File: config.mk
export PLATFORM = sky130hd
export DESIGN_NAME = board_engine
export DESIGN_NICKNAME = d
export VERILOG_FILES = /design/src/rtl/board_engine.sv
export SDC_FILE = /design/constraint.sdc
export NUM_CORES = 2
export LEC_CHECK = 0
export CELL_PAD_IN_SITES_DETAIL_PLACEMENT = 0
export CELL_PAD_IN_SITES_GLOBAL_PLACEMENT = 1
export CORE_MARGIN = 2
export CORE_UTILIZATION = 25
export CTS_CLUSTER_DIAMETER = 80
export DETAILED_ROUTE_END_ITERATION = 7
export PLACE_DENSITY = 0.46
export SKIP_CTS_REPAIR_TIMING = 1
export SYNTH_ARGS = -nofsm -noshare
export SYNTH_HDL_FRONTEND = slang
export SYNTH_SLANG_ARGS = --single-unit
File: constraint.sdc
create_clock -name clk -period 12.7 [get_ports clk]
set_clock_uncertainty 0.05 [all_clocks]
set_input_delay 3.81 -clock clk [delete_from_list [all_inputs] [get_ports clk]]
set_output_delay 3.81 -clock clk [all_outputs]
set_load 0.1 [all_outputs]
File: src/rtl/board_engine.sv
// board_engine: 8x8 match-3 board with swap/scan/clear/fall/refill engine.
// Ports:
//   clk, clrn                        clock, async active-low reset
//   cmd_valid/cmd_ready              swap command handshake
//   cmd_r0/cmd_c0/cmd_r1/cmd_c1      the two cells to swap
//   wr_en/wr_row/wr_col/wr_color     direct cell write, honoured only when idle
//   rd_row/rd_col -> rd_color        registered display read, 1-cycle latency
//   rsp_valid/rsp_ok                 completion pulse, 1 = swap kept
//   busy, score                      engine active, saturating cleared-cell count
module board_engine #(
  parameter logic [15:0] SEED        = 16'hACE1,
  parameter int          MAX_CASCADE = 16
) (
  input  logic        clk,
  input  logic        clrn,
  input  logic        cmd_valid,
  output logic        cmd_ready,
  input  logic [2:0]  cmd_r0,
  input  logic [2:0]  cmd_c0,
  input  logic [2:0]  cmd_r1,
  input  logic [2:0]  cmd_c1,
  input  logic        wr_en,
  input  logic [2:0]  wr_row,
  input  logic [2:0]  wr_col,
  input  logic [2:0]  wr_color,
  input  logic [2:0]  rd_row,
  input  logic [2:0]  rd_col,
  output logic [2:0]  rd_color,
  output logic        rsp_valid,
  output logic        rsp_ok,
  output logic        busy,
  output logic [15:0] score
);
  // An all-zero LFSR would lock up, so a zero seed is replaced.
  localparam logic [15:0] LFSR_INIT = (SEED == 16'h0000) ? 16'h0001 : SEED;
  localparam logic [2:0]  EMPTY     = 3'd7;

  // DONE is not a held state: the completing transition goes straight to
  // IDLE and raises the registered rsp_valid pulse for that one cycle.
  localparam logic [2:0] S_IDLE  = 3'd0;
  localparam logic [2:0] S_SWAP  = 3'd1;
  localparam logic [2:0] S_SCAN  = 3'd2;
  localparam logic [2:0] S_UNDO  = 3'd3;
  localparam logic [2:0] S_CLEAR = 3'd4;
  localparam logic [2:0] S_FALL  = 3'd5;

  logic [2:0]            state;
  logic [7:0][7:0][2:0]  board;      // board[row][col], row 0 = top
  logic [15:0]           lfsr;
  logic [15:0]           rounds;
  logic [2:0]            r0, c0, r1, c1;
  logic [7:0][7:0]       mark;
  logic [6:0]            mark_cnt;
  logic                  any_empty;
  logic [7:0][7:0][2:0]  fall_nxt;
  logic                  adj;
  logic [16:0]           score_sum;

  assign busy      = (state != S_IDLE);
  assign cmd_ready = (state == S_IDLE) && !wr_en;
  assign score_sum = {1'b0, score} + {10'b0, mark_cnt};

  // 4-bit compares so that 7+1 does not wrap onto 0.
  always_comb begin
    adj = ((cmd_r0 == cmd_r1) &&
           (({1'b0, cmd_c0} == {1'b0, cmd_c1} + 4'd1) || ({1'b0, cmd_c1} == {1'b0, cmd_c0} + 4'd1))) ||
          ((cmd_c0 == cmd_c1) &&
           (({1'b0, cmd_r0} == {1'b0, cmd_r1} + 4'd1) || ({1'b0, cmd_r1} == {1'b0, cmd_r0} + 4'd1)));
  end

  // Every cell covered by some equal non-empty triple lies in a run of >=3.
  always_comb begin
    mark = '0;
    for (int a = 0; a < 8; a++) begin
      for (int b = 0; b < 6; b++) begin
        if (board[a][b] != EMPTY && board[a][b] == board[a][b+1] && board[a][b] == board[a][b+2]) begin
          mark[a][b] = 1'b1; mark[a][b+1] = 1'b1; mark[a][b+2] = 1'b1;
        end
        if (board[b][a] != EMPTY && board[b][a] == board[b+1][a] && board[b][a] == board[b+2][a]) begin
          mark[b][a] = 1'b1; mark[b+1][a] = 1'b1; mark[b+2][a] = 1'b1;
        end
      end
    end
  end

  always_comb begin
    mark_cnt  = '0;
    any_empty = 1'b0;
    for (int r = 0; r < 8; r++) begin
      for (int c = 0; c < 8; c++) begin
        mark_cnt = mark_cnt + 7'(mark[r][c]);
        if (board[r][c] == EMPTY) any_empty = 1'b1;
      end
    end
  end

  // One gravity step: a non-empty cell above an empty one drops by one row.
  // Receiving and vacating are exclusive per cell, so the in-order update is
  // equivalent to a fully parallel step. Row 0 refills after the drop.
  always_comb begin
    fall_nxt = board;
    for (int c = 0; c < 8; c++) begin
      for (int r = 1; r < 8; r++) begin
        if (board[r][c] == EMPTY && board[r-1][c] != EMPTY) begin
          fall_nxt[r][c]   = board[r-1][c];
          fall_nxt[r-1][c] = EMPTY;
        end
      end
      if (fall_nxt[0][c] == EMPTY) fall_nxt[0][c] = 3'((int'(lfsr[2:0]) + c) % 6);
    end
  end

  always_ff @(posedge clk or negedge clrn) begin
    if (!clrn) begin
      state     <= S_IDLE;
      lfsr      <= LFSR_INIT;
      score     <= '0;
      rounds    <= '0;
      rsp_valid <= 1'b0;
      rsp_ok    <= 1'b0;
      rd_color  <= '0;
      r0 <= '0; c0 <= '0; r1 <= '0; c1 <= '0;
      // (8r+c) mod 6 has no 3-run and no single swap creates one.
      for (int r = 0; r < 8; r++)
        for (int c = 0; c < 8; c++)
          board[r][c] <= 3'((8*r + c) % 6);
    end else begin
      lfsr      <= {lfsr[0] ^ lfsr[2] ^ lfsr[3] ^ lfsr[5], lfsr[15:1]};
      rd_color  <= board[rd_row][rd_col];
      rsp_valid <= 1'b0;
      case (state)
        S_IDLE: begin
          if (wr_en) begin
            if (wr_color < 3'd6) board[wr_row][wr_col] <= wr_color;
          end else if (cmd_valid) begin
            if (adj) begin
              r0 <= cmd_r0; c0 <= cmd_c0; r1 <= cmd_r1; c1 <= cmd_c1;
              rounds <= '0;
              state  <= S_SWAP;
            end else begin
              rsp_valid <= 1'b1;
              rsp_ok    <= 1'b0;
            end
          end
        end
        S_SWAP: begin
          board[r0][c0] <= board[r1][c1];
          board[r1][c1] <= board[r0][c0];
          state <= S_SCAN;
        end
        S_SCAN: begin
          if (rounds == 16'(MAX_CASCADE)) begin
            state <= S_IDLE; rsp_valid <= 1'b1; rsp_ok <= 1'b1;
          end else if (mark_cnt == 7'd0) begin
            // rounds == 0 means this scan directly follows the swap.
            if (rounds == 16'd0) state <= S_UNDO;
            else begin
              state <= S_IDLE; rsp_valid <= 1'b1; rsp_ok <= 1'b1;
            end
          end else begin
            state <= S_CLEAR;
          end
        end
        S_UNDO: begin
          board[r0][c0] <= board[r1][c1];
          board[r1][c1] <= board[r0][c0];
          state <= S_IDLE; rsp_valid <= 1'b1; rsp_ok <= 1'b0;
        end
        S_CLEAR: begin
          for (int r = 0; r < 8; r++)
            for (int c = 0; c < 8; c++)
              if (mark[r][c]) board[r][c] <= EMPTY;
          score  <= score_sum[16] ? 16'hFFFF : score_sum[15:0];
          rounds <= rounds + 16'd1;
          state  <= S_FALL;
        end
        S_FALL: begin
          if (any_empty) board <= fall_nxt;
          else           state <= S_SCAN;
        end
        default: state <= S_IDLE;
      endcase
    end
  end
endmodule

Figure 1. Clock wiring as the flow saved it.
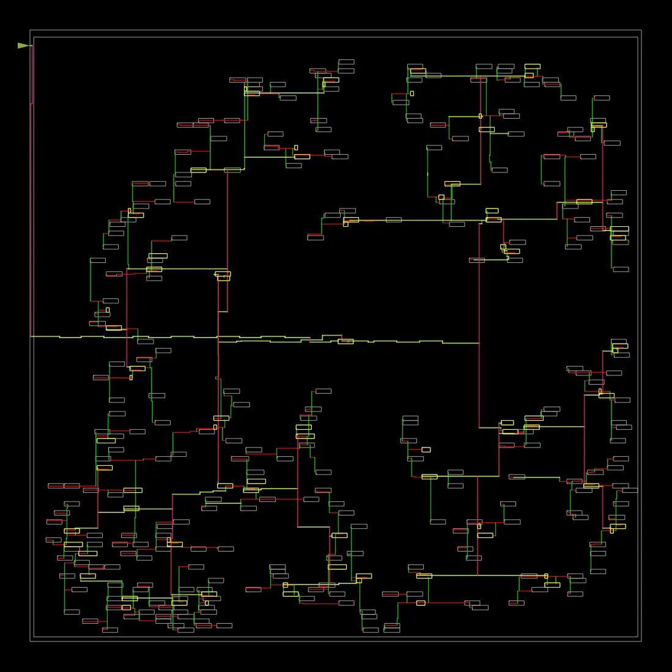
clk_lat worst skew: 0.67 ns

Figure 2. Wire density map.
Drawn at 1 px/um. The die is cut into 37 by 37 equal tiles; dark purple is low, yellow is high, scaled to the fullest tile. Values are wire area over tile area, all layers added.
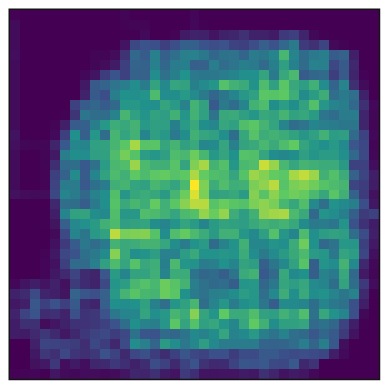
tiles over half the peak	33%
fullest tile	0.89
nearly empty tiles	19%
densest ninth of the die	middle
emptiest ninth of the die	top left
mean over tiles	0.31
total track usage: 0.336
Avg WL per Cell: 39.6 um

==> GITHUB_STEP_SUMMARY <==
### Flow metrics

| Metric | Value |
|---|---|
| Status | `completed` |
| TNS Setup | `0 ns` |
| Ys Warns | `0` |
| Final setup fails | `0` |
| Ao+oa area frac | `0.281` |
| Die width | `369 um` |
| Final Wtd Congestion | `1.03` |
| Nets | `4284` |
| Clk sinks | `260` |
| Vias/cell | `6.78` |
| Drt drc | `0` |
| Pre-CTS setup slack | `2.11 ns` |
| Worst path slowest cell | `nor3_1` |
| CTS tree | `built` |
| Register area share after synthesis | `0.199` |
| Critical Path Fanout Max | `16` |
| Worst Path Arrival | `11.42 ns` |
| CP Buf/Inv Count | `1` |
| Chip area | `136000 um2` |
| Synthesized registers | `260` |
| Final ANT Viol Nets | `0` |
| Syn_area_per_cell | `7.49 um2` |
| Top cells by area, synth | `dfrtp_1, mux4_2, dfstp_2` |
| Htree depth | `2` |
| RSZ-0062 raised after global routing | `false` |
| WP depth | `25` |
| Synth logic family | `AND-OR/OR-AND gates` |
| Final std cells w/o fill | `5953` |
| Area leader, netlist | `dfrtp_1` |
| Critical Path Sink Type | `register` |
| Port Buffers | `53` |
| Crit path to | `score[11]$_DFFE_PN0P_` |
| CP Class | `register to register` |
| Syn nets | `4575` |
| First-pass GRT wire length | `322000 um` |
| Top_reg_cell synth | `dfrtp_1` |
| I/O pins | `54` |
| GR Overflow Total | `0` |
| WHS Endpoint | `lfsr[7]$_DFF_PN1_` |
| WHS Path Cells | `0` |
| Top cells by count, synth | `clkbuf_1, nor2_1, o21ai_0, a21oi_1, nand3_1` |
| Final hold violation count | `0` |
| Placed instance count | `5862` |
| Unique cell types | `95` |
| Worst-path clk slew | `0.06 ns` |
| CP Launch Type | `register` |
| Multiplexer share | `0.108` |
| Synth top area share | `0.134` |
| Initial antenna violation count | `23` |
| R2r endpoint | `score[11]$_DFFE_PN0P_` |
| Worst R2R Path Depth | `25` |
| Largest stage delay on the critical path | `0.95 ns` |
| Fmax | `91.5 MHz` |
| Mapped Cells | `4445` |
| M1 WL | `94500 um` |
| Final slew viol count | `0` |
| HP Class | `register to register` |
| Fin area | `36700 um2` |
| Clock buffer depth | `3` |
| DR WL met2 | `95900 um` |
| GRT met1 Usage | `0.444` |
| Starting Density | `0.252` |
| Iteration count of the initial detailed-routing pass | `8` |
| Max-capacitance violation count | `0` |
| Largest net degree at the start of global routing | `91` |
| Clk root buf | `clkbuf_16` |
| Cts bufs inserted | `45` |
| Final Cycle Share | `0.860` |
| Area after DPL | `35000 um2` |
| Synth-to-layout area growth | `10.2%` |
| DP Wirelength | `165000 um` |
| R2R setup slack | `1.78 ns` |
| Worst-Margin Slew | `1.29 ns` |
| Crit path top cell by count | `fa_1` |
| Die H | `369 um` |
| Cell with the most instances after synthesis | `clkbuf_1` |
| Min-delay src | `lfsr[8]$_DFF_PN0_` |
| Chip Area, Yosys | `33300 um2` |
| Busiest layer in global routing | `met2` |
| Met2 usage in global routing | `0.480` |
| Final worst setup slack | `1.78 ns` |
| Met3 routed WL | `28900 um` |
| Top sig layer | `met5` |
| Top Family by Delay on Critical Path | `adder cells` |
| Async set-reset flop share out of synthesis | `1.00` |
| XORs/XNORs by Area | `0.0134` |
| EDFF count, synth | `0` |
| Mapped Area | `33300 um2` |
| Simple-Gate Area Share | `0.276` |
| Proportion of layout cells with a drive suffix above 1 | `0.123` |
| Slew headroom | `0.138` |
| Final hold slack | `0.299 ns` |
| Synth Area in Adders | `0.0496` |
| Tool Warnings | `39` |
| Cells in synth_stat.txt | `4445` |
| Final min period | `10.92 ns` |
| Worst EP required | `13.20 ns` |
| Initial DRC count | `6432` |
| Number of global-route vias before repair | `36.8k` |
Figure 3. Cell classes on the final placement.
Drawn at 1 px/um.
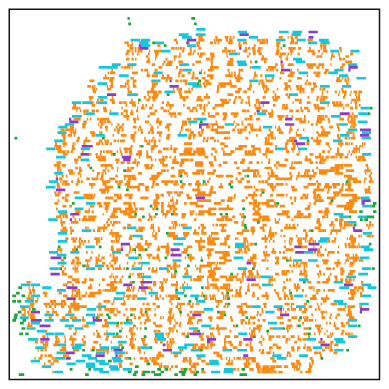
color	class	cells	share of their area
orange	remaining logic cells	3670	72%
green	remaining buffers and delay cells	177	4.2%
purple	clock drivers and dummy loads	84	4.8%
cyan	registers	260	19%
sequential cell area share: 0.181
Finished Core Util: 0.278
row count: 133
core area: 132000 um2

Figure 4. Met3 routing.
Drawn at 1 px/um. Cells faint in the background.
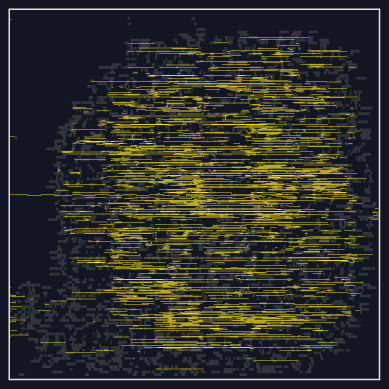
main direction	horizontal
share of all routed wire	12%
nets with wire on the layer	688
longest straight run	220 um
met3 Use GR: 0.101
Vias: 40.3k
Routed WL: 236000 um

cell usage in the layout, fill, tap and decap left out, drive strengths merged, types with 44 or more instances in the layout:
cell type and instances:
nor2 383, o21ai 320, a21oi 301, nand3 287, nand2 286, nor3 204, or3 198, dfrtp 178
buf 127, and3 124, a211oi 113, mux4 96, o22ai 93, inv 92, mux2i 85, dfstp 82
nand4 66, a31oi 61, a221oi 57, nand2b 57, fa 55, clkbuf 55, mux2 51, o221ai 50
clkdlybuf4s50 50, ha 44
layout make-up:
type                            count  area, um2
Sequential cell                   260       6620
Clock inverter                     29        460
Fill cell                       14400      95100
Antenna cell                        7       17.5
Clock buffer                       55       1200
Tap cell                         1755       2200
Inverter                           90        338
Multi-Input combinational cell   3580      24400
Timing Repair Buffer              177       1460
